<file path="config.mk">
export PLATFORM = sky130hd
export DESIGN_NAME = div_core_arbiter_flat
export DESIGN_NICKNAME = d
export VERILOG_FILES = /design/src/rtl/div_core_arbiter_if.sv /design/src/rtl/div_core_arbiter.sv /design/src/flat_wrapper.sv
export SDC_FILE = /design/constraint.sdc
export NUM_CORES = 1
export LEC_CHECK = 0
export ABC_AREA = 1
export CAP_MARGIN = 20
export CORE_AREA = 4 4 142 144
export DETAILED_ROUTE_END_ITERATION = 6
export DIE_AREA = 0 0 146 148
export HOLD_SLACK_MARGIN = 0.15
export PLACE_DENSITY = 0.72
export SETUP_SLACK_MARGIN = 0.4
export SYNTH_ARGS = -nofsm -noshare
export SYNTH_HDL_FRONTEND = slang
export SYNTH_SLANG_ARGS = --single-unit
</file>
<file path="constraint.sdc">
create_clock -name clk -period 1.7 [get_ports clk]
set_input_delay 0.34 -clock clk [delete_from_list [all_inputs] [get_ports clk]]
set_output_delay 0.34 -clock clk [all_outputs]
set_load 0.005 [all_outputs]
</file>
<file path="src/rtl/div_core_arbiter_if.sv">
// Requester-side and divider-core-side signal bundle for div_core_arbiter.
// slave is the arbiter's view; master is the requesters/core environment view.
interface div_core_arbiter_if #(
    parameter int unsigned NUM_REQ    = 2,
    parameter int unsigned DATA_WIDTH = 32,
    parameter int unsigned CLZ_W      = $clog2(DATA_WIDTH)
);
    logic [NUM_REQ-1:0]                 req_valid;
    logic [NUM_REQ-1:0]                 req_ready;
    logic [NUM_REQ-1:0][DATA_WIDTH-1:0] req_dividend;
    logic [NUM_REQ-1:0][DATA_WIDTH-1:0] req_divisor;
    logic [NUM_REQ-1:0][CLZ_W-1:0]      req_dividend_clz;
    logic [NUM_REQ-1:0][CLZ_W-1:0]      req_divisor_clz;
    logic [NUM_REQ-1:0]                 req_divisor_is_zero;
    logic [NUM_REQ-1:0]                 resp_valid;
    logic [NUM_REQ-1:0]                 resp_ack;
    logic [DATA_WIDTH-1:0]              resp_quotient;
    logic [DATA_WIDTH-1:0]              resp_remainder;
    logic                               core_start;
    logic [DATA_WIDTH-1:0]              core_dividend;
    logic [DATA_WIDTH-1:0]              core_divisor;
    logic [CLZ_W-1:0]                   core_dividend_clz;
    logic [CLZ_W-1:0]                   core_divisor_clz;
    logic                               core_divisor_is_zero;
    logic                               core_done;
    logic [DATA_WIDTH-1:0]              core_quotient;
    logic [DATA_WIDTH-1:0]              core_remainder;

    modport slave (
        input  req_valid, req_dividend, req_divisor, req_dividend_clz, req_divisor_clz,
               req_divisor_is_zero, resp_ack, core_done, core_quotient, core_remainder,
        output req_ready, resp_valid, resp_quotient, resp_remainder, core_start,
               core_dividend, core_divisor, core_dividend_clz, core_divisor_clz,
               core_divisor_is_zero
    );

    modport master (
        output req_valid, req_dividend, req_divisor, req_dividend_clz, req_divisor_clz,
               req_divisor_is_zero, resp_ack, core_done, core_quotient, core_remainder,
        input  req_ready, resp_valid, resp_quotient, resp_remainder, core_start,
               core_dividend, core_divisor, core_dividend_clz, core_divisor_clz,
               core_divisor_is_zero
    );
endinterface

</file>
<file path="src/rtl/div_core_arbiter.sv">
// Round-robin sharing of one iterative divider core among NUM_REQ requesters.
// Optional last-result cache: define DIV_ARB_RESULT_CACHE_EN.
module div_core_arbiter #(
    parameter int unsigned NUM_REQ    = 2,
    parameter int unsigned DATA_WIDTH = 32,
    parameter int unsigned CLZ_W      = $clog2(DATA_WIDTH)
) (
    input logic               clk,
    input logic               rst,
    div_core_arbiter_if.slave bus
);
    localparam int unsigned IDX_W = (NUM_REQ > 1) ? $clog2(NUM_REQ) : 1;

    typedef enum logic [1:0] {IDLE, LAUNCH, BUSY, HOLD} state_e;

    state_e                 state_q, state_d;
    logic [IDX_W-1:0]       owner_q, owner_d;
    logic [IDX_W-1:0]       last_grant_q, last_grant_d;
    logic [DATA_WIDTH-1:0]  dvd_q, dvd_d, dvs_q, dvs_d;
    logic [CLZ_W-1:0]       dvd_clz_q, dvd_clz_d, dvs_clz_q, dvs_clz_d;
    logic                   dz_q, dz_d;
    logic [DATA_WIDTH-1:0]  quo_q, quo_d, rem_q, rem_d;
    logic [NUM_REQ-1:0]     resp_valid_q, resp_valid_d;
    logic                   core_start_q, core_start_d;
    logic [IDX_W-1:0]       grant_idx_c, idx_c;
    logic                   grant_found_c, accept_c;
`ifdef DIV_ARB_RESULT_CACHE_EN
    logic                   hit_c, hit_q, hit_d;
    logic                   cache_valid_q, cache_valid_d;
    logic [DATA_WIDTH-1:0]  cache_dvd_q, cache_dvd_d, cache_dvs_q, cache_dvs_d;
    logic [DATA_WIDTH-1:0]  cache_quo_q, cache_quo_d, cache_rem_q, cache_rem_d;
`endif

    // Round-robin pick starting one past the last grant; accept only in a window.
    always_comb begin
        grant_idx_c   = '0;
        grant_found_c = 1'b0;
        idx_c         = '0;
        for (int unsigned k = 0; k < NUM_REQ; k++) begin
            idx_c = IDX_W'((32'(last_grant_q) + 32'd1 + k) % NUM_REQ);
            if (!grant_found_c && bus.req_valid[idx_c]) begin
                grant_found_c = 1'b1;
                grant_idx_c   = idx_c;
            end
        end
        accept_c = grant_found_c &&
                   ((state_q == IDLE) || ((state_q == HOLD) && bus.resp_ack[owner_q]));
        bus.req_ready = '0;
        if (accept_c) bus.req_ready[grant_idx_c] = 1'b1;
    end

`ifdef DIV_ARB_RESULT_CACHE_EN
    assign hit_c = cache_valid_q &&
                   (bus.req_dividend[grant_idx_c] == cache_dvd_q) &&
                   (bus.req_divisor[grant_idx_c]  == cache_dvs_q);
`endif

    // Next-state and registered-output logic.
    always_comb begin
        state_d      = state_q;
        owner_d      = owner_q;
        last_grant_d = last_grant_q;
        dvd_d        = dvd_q;
        dvs_d        = dvs_q;
        dvd_clz_d    = dvd_clz_q;
        dvs_clz_d    = dvs_clz_q;
        dz_d         = dz_q;
        quo_d        = quo_q;
        rem_d        = rem_q;
        core_start_d = 1'b0;
        resp_valid_d = '0;
`ifdef DIV_ARB_RESULT_CACHE_EN
        hit_d         = hit_q;
        cache_valid_d = cache_valid_q;
        cache_dvd_d   = cache_dvd_q;
        cache_dvs_d   = cache_dvs_q;
        cache_quo_d   = cache_quo_q;
        cache_rem_d   = cache_rem_q;
`endif
        case (state_q)
            IDLE: if (accept_c) state_d = LAUNCH;
            LAUNCH: begin
                state_d = BUSY;
`ifdef DIV_ARB_RESULT_CACHE_EN
                if (hit_q) begin
                    state_d = HOLD;
                    quo_d   = cache_quo_q;
                    rem_d   = cache_rem_q;
                end
`endif
            end
            BUSY: if (bus.core_done) begin
                state_d = HOLD;
                quo_d   = bus.core_quotient;
                rem_d   = bus.core_remainder;
`ifdef DIV_ARB_RESULT_CACHE_EN
                cache_valid_d = 1'b1;
                cache_dvd_d   = dvd_q;
                cache_dvs_d   = dvs_q;
                cache_quo_d   = bus.core_quotient;
                cache_rem_d   = bus.core_remainder;
`endif
            end
            HOLD: if (bus.resp_ack[owner_q]) state_d = accept_c ? LAUNCH : IDLE;
            default: state_d = IDLE;
        endcase
        if (accept_c) begin
            owner_d      = grant_idx_c;
            last_grant_d = grant_idx_c;
            dvd_d        = bus.req_dividend[grant_idx_c];
            dvs_d        = bus.req_divisor[grant_idx_c];
            dvd_clz_d    = bus.req_dividend_clz[grant_idx_c];
            dvs_clz_d    = bus.req_divisor_clz[grant_idx_c];
            dz_d         = bus.req_divisor_is_zero[grant_idx_c];
`ifdef DIV_ARB_RESULT_CACHE_EN
            hit_d        = hit_c;
            core_start_d = !hit_c;
`else
            core_start_d = 1'b1;
`endif
        end
        if (state_d == HOLD) resp_valid_d[owner_d] = 1'b1;
    end

    always_ff @(posedge clk) begin
        if (rst) begin
            state_q      <= IDLE;
            owner_q      <= '0;
            last_grant_q <= IDX_W'(NUM_REQ - 1);
            dvd_q        <= '0;
            dvs_q        <= '0;
            dvd_clz_q    <= '0;
            dvs_clz_q    <= '0;
            dz_q         <= 1'b0;
            quo_q        <= '0;
            rem_q        <= '0;
            resp_valid_q <= '0;
            core_start_q <= 1'b0;
`ifdef DIV_ARB_RESULT_CACHE_EN
            hit_q         <= 1'b0;
            cache_valid_q <= 1'b0;
            cache_dvd_q   <= '0;
            cache_dvs_q   <= '0;
            cache_quo_q   <= '0;
            cache_rem_q   <= '0;
`endif
        end else begin
            state_q      <= state_d;
            owner_q      <= owner_d;
            last_grant_q <= last_grant_d;
            dvd_q        <= dvd_d;
            dvs_q        <= dvs_d;
            dvd_clz_q    <= dvd_clz_d;
            dvs_clz_q    <= dvs_clz_d;
            dz_q         <= dz_d;
            quo_q        <= quo_d;
            rem_q        <= rem_d;
            resp_valid_q <= resp_valid_d;
            core_start_q <= core_start_d;
`ifdef DIV_ARB_RESULT_CACHE_EN
            hit_q         <= hit_d;
            cache_valid_q <= cache_valid_d;
            cache_dvd_q   <= cache_dvd_d;
            cache_dvs_q   <= cache_dvs_d;
            cache_quo_q   <= cache_quo_d;
            cache_rem_q   <= cache_rem_d;
`endif
        end
    end

    assign bus.resp_valid           = resp_valid_q;
    assign bus.resp_quotient        = quo_q;
    assign bus.resp_remainder       = rem_q;
    assign bus.core_start           = core_start_q;
    assign bus.core_dividend        = dvd_q;
    assign bus.core_divisor         = dvs_q;
    assign bus.core_dividend_clz    = dvd_clz_q;
    assign bus.core_divisor_clz     = dvs_clz_q;
    assign bus.core_divisor_is_zero = dz_q;
endmodule

</file>
<file path="src/flat_wrapper.sv">
// flat-port wrapper written by rule: the top's interface ports become plain ports
module div_core_arbiter_flat 
#(
    parameter int unsigned NUM_REQ    = 2,
    parameter int unsigned DATA_WIDTH = 32,
    parameter int unsigned CLZ_W      = $clog2(DATA_WIDTH)
)
  (clk, rst, bus_req_valid, bus_req_dividend, bus_req_divisor, bus_req_dividend_clz, bus_req_divisor_clz, bus_req_divisor_is_zero, bus_resp_ack, bus_core_done, bus_core_quotient, bus_core_remainder, bus_req_ready, bus_resp_valid, bus_resp_quotient, bus_resp_remainder, bus_core_start, bus_core_dividend, bus_core_divisor, bus_core_dividend_clz, bus_core_divisor_clz, bus_core_divisor_is_zero);
  div_core_arbiter_if #(.NUM_REQ(NUM_REQ), .DATA_WIDTH(DATA_WIDTH), .CLZ_W(CLZ_W)) bus_i ();
  input logic clk;
  input logic rst;
  input wire logic [$bits(bus_i.req_valid)-1:0] bus_req_valid;
  input wire logic [$bits(bus_i.req_dividend)-1:0] bus_req_dividend;
  input wire logic [$bits(bus_i.req_divisor)-1:0] bus_req_divisor;
  input wire logic [$bits(bus_i.req_dividend_clz)-1:0] bus_req_dividend_clz;
  input wire logic [$bits(bus_i.req_divisor_clz)-1:0] bus_req_divisor_clz;
  input wire logic [$bits(bus_i.req_divisor_is_zero)-1:0] bus_req_divisor_is_zero;
  input wire logic [$bits(bus_i.resp_ack)-1:0] bus_resp_ack;
  input wire logic [$bits(bus_i.core_done)-1:0] bus_core_done;
  input wire logic [$bits(bus_i.core_quotient)-1:0] bus_core_quotient;
  input wire logic [$bits(bus_i.core_remainder)-1:0] bus_core_remainder;
  output wire logic [$bits(bus_i.req_ready)-1:0] bus_req_ready;
  output wire logic [$bits(bus_i.resp_valid)-1:0] bus_resp_valid;
  output wire logic [$bits(bus_i.resp_quotient)-1:0] bus_resp_quotient;
  output wire logic [$bits(bus_i.resp_remainder)-1:0] bus_resp_remainder;
  output wire logic [$bits(bus_i.core_start)-1:0] bus_core_start;
  output wire logic [$bits(bus_i.core_dividend)-1:0] bus_core_dividend;
  output wire logic [$bits(bus_i.core_divisor)-1:0] bus_core_divisor;
  output wire logic [$bits(bus_i.core_dividend_clz)-1:0] bus_core_dividend_clz;
  output wire logic [$bits(bus_i.core_divisor_clz)-1:0] bus_core_divisor_clz;
  output wire logic [$bits(bus_i.core_divisor_is_zero)-1:0] bus_core_divisor_is_zero;
  assign bus_i.req_valid = bus_req_valid;
  assign bus_i.req_dividend = bus_req_dividend;
  assign bus_i.req_divisor = bus_req_divisor;
  assign bus_i.req_dividend_clz = bus_req_dividend_clz;
  assign bus_i.req_divisor_clz = bus_req_divisor_clz;
  assign bus_i.req_divisor_is_zero = bus_req_divisor_is_zero;
  assign bus_i.resp_ack = bus_resp_ack;
  assign bus_i.core_done = bus_core_done;
  assign bus_i.core_quotient = bus_core_quotient;
  assign bus_i.core_remainder = bus_core_remainder;
  assign bus_req_ready = bus_i.req_ready;
  assign bus_resp_valid = bus_i.resp_valid;
  assign bus_resp_quotient = bus_i.resp_quotient;
  assign bus_resp_remainder = bus_i.resp_remainder;
  assign bus_core_start = bus_i.core_start;
  assign bus_core_dividend = bus_i.core_dividend;
  assign bus_core_divisor = bus_i.core_divisor;
  assign bus_core_dividend_clz = bus_i.core_dividend_clz;
  assign bus_core_divisor_clz = bus_i.core_divisor_clz;
  assign bus_core_divisor_is_zero = bus_i.core_divisor_is_zero;
  div_core_arbiter #(.NUM_REQ(NUM_REQ), .DATA_WIDTH(DATA_WIDTH), .CLZ_W(CLZ_W)) u_core (.clk(clk), .rst(rst), .bus(bus_i));
endmodule
</file>
==> images/congestion.png <==
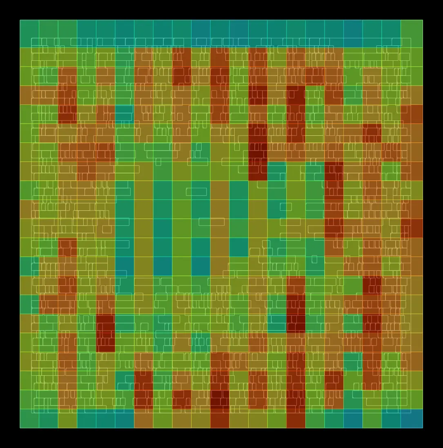
end-of-flow core utilization: 61.2%
GRT Util Overall: 22.7%
met3 Usage GRT: 8.68%

==> images/logic_types.png <==
Drawn at 2 px/µm.
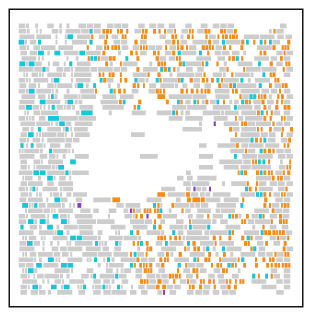
colour	family	cells	most used
orange	nand cells	397	nand2_1
cyan	aoi and oai cells	141	a21oi_1
purple	inv cells	7	inv_1
Comb area share: 27.4%
dominant logic cell type in the layout: nand2_1

==> images/placement_by_type.png <==
Drawn at 2 px/µm. Fill, decap, tap and diode cells in grey.
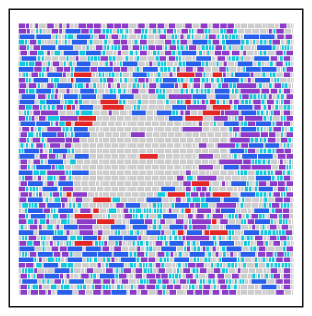
colour	class	cells	share of their area
red	clock drivers and dummy loads	32	5.1%
purple	remaining buffers and delay cells	426	39%
blue	sequential cells	146	27%
cyan	combinational and other logic	680	28%
core region area: 0.0187 mm²
row cnt: 50
design area: 0.0114 mm²
flop share of the area: 26.7%

==> images/sizes.png <==
Drawn at 2 px/µm.
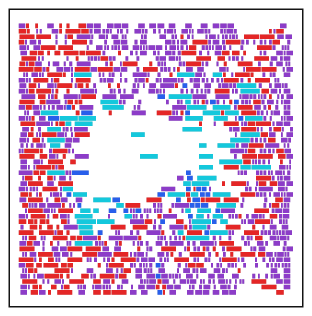
colour	size	cells	most used
purple	_0 and _1 cells	887	nand2_1
red	_2 cells	292	dfxtp_2
cyan	_6 and larger	67	clkbuf_16
blue	_3 and _4 cells	38	buf_4
Non-clock buffers: 426
PnR worst setup slack: -0.0321 ns
area grow syn2layout: 83.3%

==> images/layer_met3.png <==
Drawn at 3 px/µm.
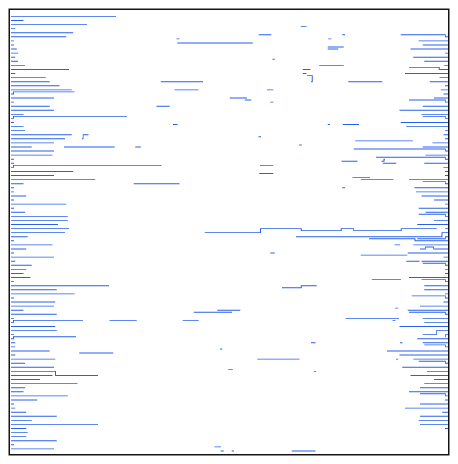
longest straight run	49.2 µm
main direction	horizontal
share of all routed wire	9.0%
via count: 7466
final wirelength: 27.1 mm

==> out/metrics.cfg <==
[detailed_routing]
drtIter0Drc = 398

[global_route]
grt_max_degree = 79
grt_pass1_vias = 7086
use_met1_pct = 26.3

[synth]
edf_count = 0
yosysCellCount = 905
ys_sh_xor_pct = 0
syn_inst = 905
synth_top_cell_by_count = nand2_1
ys_sh_simple_pct = 35.3

[critical_path]
r2r_cells = 13
path_max_fanout = 3
arrival_ns = 1.39
crit_cells = 8
r2r_end = u_core.bus.core_divisor[1]$_SDFFE_PP0N_

[run]
maxCapViolations = 0

[timing]
fin_ws_ns = -0.0321
relSlewSlack_pct = 56.3
period_used_pct = 102
finalHoldViolCount = 0
holdWs_ns = 0.321
setup_viol = 2

[power]
peakVddDrop_uv = 650
switching_share_pct = 29.7
p_leak_nw = 5.11
p_int_mw = 7.66
power.net_switching_mw = 3.23

[floorplanning]
num_tap_cells = 234
fp_util_pct = 33.4
chipArea_mm2 = 0.0216
io_pins = 365

[status]
status = finished, violations left
violations = setup timing

[cts]
post_cts_buffers = 7
clock_path_buffers = 2
cts_resized = 683

[min_path]
min_from = rst

[layout]
seq_area_mm2 = 0.00306
clock_buffers = 19

[placement]
place.gp.congestion = 0.796
port_buffers = 364

